### Pin placement

Drawn at 3 px/micron. Pins as bars across the die edge, other pins in gray.
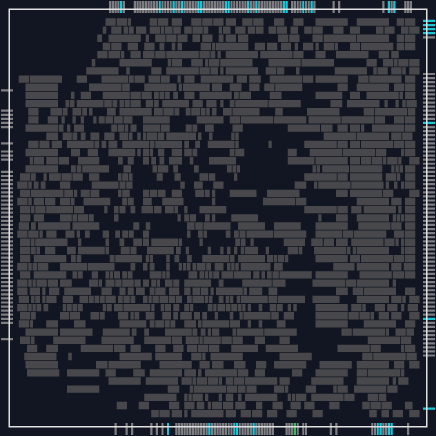
### Cell outlines without signal wires

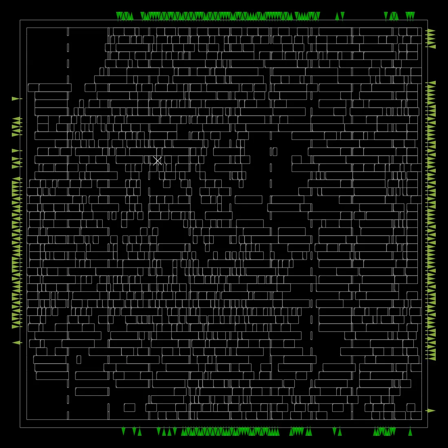
### Metal layers overlaid

Drawn at 3 px/micron. Only two layers are drawn.
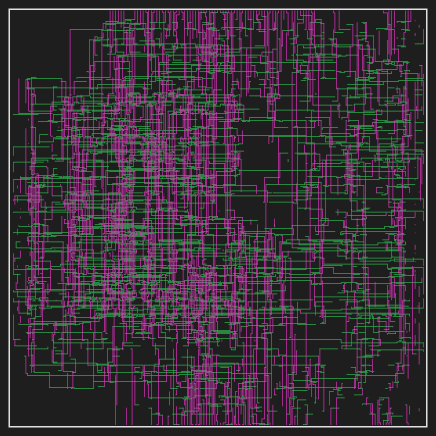
===== src/rtl/klp32_fetch_pkg.sv =====
// klp32_fetch_pkg: shared state encoding and constants for the instruction fetch controller
package klp32_fetch_pkg;
   typedef enum logic [1:0] {LOAD = 2'd0, FETCH = 2'd1, FAULT = 2'd2} state_t;
   localparam logic [1:0]  INST_ALIGN_MASK = 2'b11;
   localparam logic [31:0] NOP             = 32'h0000_0013;
endpackage


===== src/rtl/fetch_fifo.sv =====
// fetch_fifo: prefetch FIFO; flush wins over pop and may be combined with a push of the new head
module fetch_fifo #(
   parameter int WIDTH = 64,
   parameter int DEPTH = 2
) (
   input  logic                       clk,
   input  logic                       rst_n,
   input  logic                       i_flush,
   input  logic                       i_push,
   input  logic [WIDTH-1:0]           i_din,
   input  logic                       i_pop,
   output logic [WIDTH-1:0]           o_dout,
   output logic [$clog2(DEPTH+1)-1:0] o_count
);
   localparam int PW = $clog2(DEPTH);
   localparam int CW = $clog2(DEPTH + 1);
   logic [WIDTH-1:0] r_mem [DEPTH];
   logic [PW-1:0]    r_rd, r_wr, w_wr_idx;
   logic [CW-1:0]    r_count;
   always_comb begin
      w_wr_idx = i_flush ? '0 : r_wr;
      o_dout   = r_mem[r_rd];
      o_count  = r_count;
   end
   always_ff @(posedge clk)
      if (i_push) r_mem[w_wr_idx] <= i_din;
   always_ff @(posedge clk or negedge rst_n)
      if (!rst_n) begin
         r_rd    <= '0;
         r_wr    <= '0;
         r_count <= '0;
      end else if (i_flush) begin
         r_rd    <= '0;
         r_wr    <= PW'(i_push);
         r_count <= CW'(i_push);
      end else begin
         r_rd    <= r_rd + PW'(i_pop);
         r_wr    <= r_wr + PW'(i_push);
         r_count <= r_count + CW'(i_push) - CW'(i_pop);
      end
endmodule


===== src/rtl/inst_fetch_ctrl.sv =====
// inst_fetch_ctrl: shares a 4 KB instruction memory between the boot loader and the fetch path,
// prefetching {pc, inst} pairs to decode over valid/ready with branch redirect and misalignment fault.
module inst_fetch_ctrl
   import klp32_fetch_pkg::*;
#(
   parameter int              XLEN       = 32,
   parameter logic [XLEN-1:0] RESET_PC   = '0,
   parameter int              FIFO_DEPTH = 2,
   parameter bit              BOOT_LOAD  = 1'b1
) (
   input  logic            clk,
   input  logic            rst_n,
   output logic [XLEN-1:0] o_mem_addr,
   input  logic [XLEN-1:0] i_mem_inst,
   output logic            o_mem_we,
   output logic [XLEN-1:0] o_mem_wdata,
   input  logic            i_ld_valid,
   output logic            o_ld_ready,
   input  logic [XLEN-1:0] i_ld_addr,
   input  logic [XLEN-1:0] i_ld_data,
   input  logic            i_ld_done,
   input  logic            i_redirect_valid,
   input  logic [XLEN-1:0] i_redirect_pc,
   output logic            o_if_valid,
   input  logic            i_if_ready,
   output logic [XLEN-1:0] o_if_pc,
   output logic [XLEN-1:0] o_if_inst,
   output logic            o_fault
);
   localparam int CW = $clog2(FIFO_DEPTH + 1);
   state_t            r_state;
   logic [XLEN-1:0]   r_pc, w_fetch_addr;
   logic [CW-1:0]     w_count;
   logic [2*XLEN-1:0] w_head;
   logic              w_load, w_fetch, w_misaligned, w_redir_ok, w_redir_bad, w_pop, w_push, w_flush;
   always_comb begin
      w_load       = r_state == LOAD;
      w_fetch      = r_state == FETCH;
      w_misaligned = |(i_redirect_pc[1:0] & INST_ALIGN_MASK);
      w_redir_ok   = w_fetch & i_redirect_valid & ~w_misaligned;
      w_redir_bad  = w_fetch & i_redirect_valid & w_misaligned;
      o_if_valid   = w_fetch & (w_count != '0) & ~i_redirect_valid;
      w_pop        = o_if_valid & i_if_ready;
      w_push       = w_redir_ok | (w_fetch & ~i_redirect_valid & ((w_count < CW'(FIFO_DEPTH)) | w_pop));
      w_flush      = w_redir_ok | w_redir_bad | (w_load & i_ld_done);
      w_fetch_addr = w_redir_ok ? i_redirect_pc : r_pc;
      o_mem_addr   = w_load ? i_ld_addr : w_fetch_addr;
      // rst_n gates the write so a loader beat caught by reset never lands in memory
      o_mem_we     = w_load & i_ld_valid & rst_n;
      o_mem_wdata  = i_ld_data;
      o_ld_ready   = w_load;
      o_if_pc      = w_head[2*XLEN-1:XLEN];
      o_if_inst    = o_if_valid ? w_head[XLEN-1:0] : XLEN'(NOP);
      o_fault      = r_state == FAULT;
   end
   always_ff @(posedge clk or negedge rst_n)
      if (!rst_n) begin
         r_state <= BOOT_LOAD ? LOAD : FETCH;
         r_pc    <= RESET_PC;
      end else if (w_load & i_ld_done) begin
         r_state <= FETCH;
         r_pc    <= RESET_PC;
      end else if (w_redir_bad)
         r_state <= FAULT;
      else if (w_redir_ok)
         r_pc <= i_redirect_pc + XLEN'(4);
      else if (w_push)
         r_pc <= r_pc + XLEN'(4);
   fetch_fifo #(.WIDTH(2*XLEN), .DEPTH(FIFO_DEPTH)) u_fifo (
      .clk     (clk),
      .rst_n   (rst_n),
      .i_flush (w_flush),
      .i_push  (w_push),
      .i_din   ({w_fetch_addr, i_mem_inst}),
      .i_pop   (w_pop),
      .o_dout  (w_head),
      .o_count (w_count)
   );
endmodule


===== config.mk =====
export PLATFORM = sky130hd
export DESIGN_NAME = inst_fetch_ctrl
export DESIGN_NICKNAME = d
export VERILOG_FILES = /design/src/rtl/klp32_fetch_pkg.sv /design/src/rtl/fetch_fifo.sv /design/src/rtl/inst_fetch_ctrl.sv
export SDC_FILE = /design/constraint.sdc
export NUM_CORES = 1
export LEC_CHECK = 0
export CORE_MARGIN = 2
export CORE_UTILIZATION = 46
export DETAILED_ROUTE_END_ITERATION = 6
export GPL_TIMING_DRIVEN = 0
export PLACE_DENSITY = 0.91
export SYNTH_ARGS = -nofsm -noshare
export SYNTH_HDL_FRONTEND = slang
export SYNTH_SLANG_ARGS = --single-unit

===== constraint.sdc =====
create_clock -name clk -period 5.8 [get_ports clk]
set_input_delay 0.58 -clock clk [delete_from_list [all_inputs] [get_ports clk]]
set_output_delay 0.58 -clock clk [all_outputs]
set_load 0.03 [all_outputs]

==> run notes <==
run metrics: Bufs on Longest Clock Path 2, Metal-1 WL 9710 microns, hold_ws 0.0733 ns, Flop area 0.00479 sq mm, clock buffers 17, synthesis area per yosys 0.00834 sq mm, Final Hold Viols 0, Post-synth top flop edfxtp_1, Post-synth top cells 128 x edfxtp_1, 92 x nor2_1, 53 x mux2i_1, Top cell excl fill/tap clkdlybuf4s50_1, number of global-route vias before repair 7,002, via density per instance 5.56, yosys synthesis warning count 0, clk sink count 166, Compound Share, Synth 7.25%, routing usage on met2 43.0%, slowest CP cell nor4_1, Biggest Area Class registers, Filler cells 1,412, layout cell share with drive strength beyond 1 12.4%, NonClk Buf Share 24.2%, # DRC 2, yosys adder share 0.450%, first-pass GRT wire length 38,000 microns, status complete, but fails checks, Clock Skews 0.0110 ns, power per cell area 224 mW/mm^2, root buffer cell clkbuf_16, CTS tree done, clk_lat worst skew 0.43 ns, Seq share, synth 57.5%, post-detail-place hpwl 17,900 microns, Critical Path End Type flop, CTS HTree Levels 4, failing checks design-rule violations, Top cell area share 46.1%, Simple-Gate Area Share 14.2%, #MultiIn Comb 471, DR pass1 iterations 7, minimum clock period 4.50 ns, initial drt markers 582, flop share of the area 41.0%, Max-Cap Viols 0, Syn-to-layout area delta 40.4%, clock-pin slew on the worst setup and hold paths 0.07 ns, met3 GRT Util 4.97%, Bufs and invs on worst path 5, fmax 222 MHz, Yosys top cell by area edfxtp_1, met2 WL post-DR 12,000 microns, CTS buffer count 17, Top Layout Cells 232 x clkdlybuf4s50_1, 128 x edfxtp_1, 91 x nor2_1, Post-Syn Nets 872, Hold Path Class in -> async, fin area 0.0117 sq mm, diodes inserted 0, top layer in use met4, Flops after synth 166, slew margin rel. 46.1%, Synth mux share 11.6%, Top Ports 266, ANT nets after route 0, xor+xnor area frac 2.94%, crit-path cells clkdlybuf4s50_1 > and4bb_1 > buf_2 > nand2_1 > buf_2 > clkbuf_1 > nand2_1 > nand2_1 > ha_1 > clkbuf_1 > o21ai_0 > nor4_1 > xnor2_1 > o21ai_0, GR peak layer met2, Final period util 77.6%, Post-synth EDFFs 128
About 'Pin placement':
| port | color | pins | direction | edge |
|---|---|---|---|---|
| o_if_valid | green | 1 | output | bottom |
| o_mem_wdata | cyan | 32 | output | 16 top, 9 bottom, 7 right |
Port-buffer cells: 233
Die W: 139 microns

About 'Cell outlines without signal wires':
final non-filler cell total: 1,233
# Taps: 229
fin util: 65.4%
core area: 0.0179 sq mm
number of sequential cells: 166

About 'Metal layers overlaid':
| layer | color | wire length |
|---|---|---|
| M2 | magenta | 12,000 microns |
| M1 | green | 9,710 microns |
All-Layer GR Usage: 25.0%
routed via count: 6,855
total wire length: 24,100 microns
WL/cell: 19.5 microns

[stage by stage]
stage / setup WS [ns] / std cells
3_3_place_gp: -2.35 / 1197
5_1_grt: 1.18 / 1233
2_1_floorplan: 0.541 / 735
6_report: 1.30 / 1233
3_5_place_dp: 1.00 / 1202
4_1_cts: 1.44 / 1233
[flip-flops by register name, indices dropped and copies added, names as in the netlist]
register and flops:
r_state 2, u_fifo.r_wr 1, u_fifo.o_count 2, u_fifo.r_rd 1
u_fifo.r_mem 128, r_pc 32
[power breakdown]
| group | internal [mW] | total (mW) | switching (mW) | leakage [nW] |
|---|---|---|---|---|
| Sequential | 1.27 | 1.27 | 0 | 1.54 |
| Clock | 0.689 | 1.19 | 0.499 | 0.292 |
| Combinational | 0.0964 | 0.160 | 0.0634 | 2.27 |
[worst reg2reg max path, stage by stage, from the launching register on]
cell	delay, ns
dfrtp_1	0.48
and4bb_1	0.23
buf_2	0.17
nand2_1	0.26
buf_2	0.33
clkbuf_1	0.42
nand2_1	0.10
nand2_1	0.19
ha_1	0.19
clkbuf_1	0.42
o21ai_0	0.42
nor4_1	0.67
xnor2_1	0.19
o21ai_0	0.10
[cells by family after synthesis]
group                      after synthesis
adders and majority gates                3
DFF                                    166
muxes                                   92
buffers and inverters                   98
AOI/OAI and AO/OA                       98
xor gates and xnor gates                28
and+or+nand+nor                        250
[final timing paths]
check / slack [ns] / to / cells past startpoint / from
min: 0.07 / r_pc[20] / 1 / rst_n
min reg2reg: 0.49 / r_pc[31] / 2 / r_pc[31]
max reg2reg: 1.49 / r_pc[24] / 13 / r_state[0]
max in group asynchronous: 5.24 / r_state[1] / 2 / rst_n
max: 1.30 / r_pc[24] / 14 / i_redirect_valid
min in group clk: 0.49 / r_pc[31] / 2 / r_pc[31]
No activity file was given, so power comes from the tool's default toggle rates.
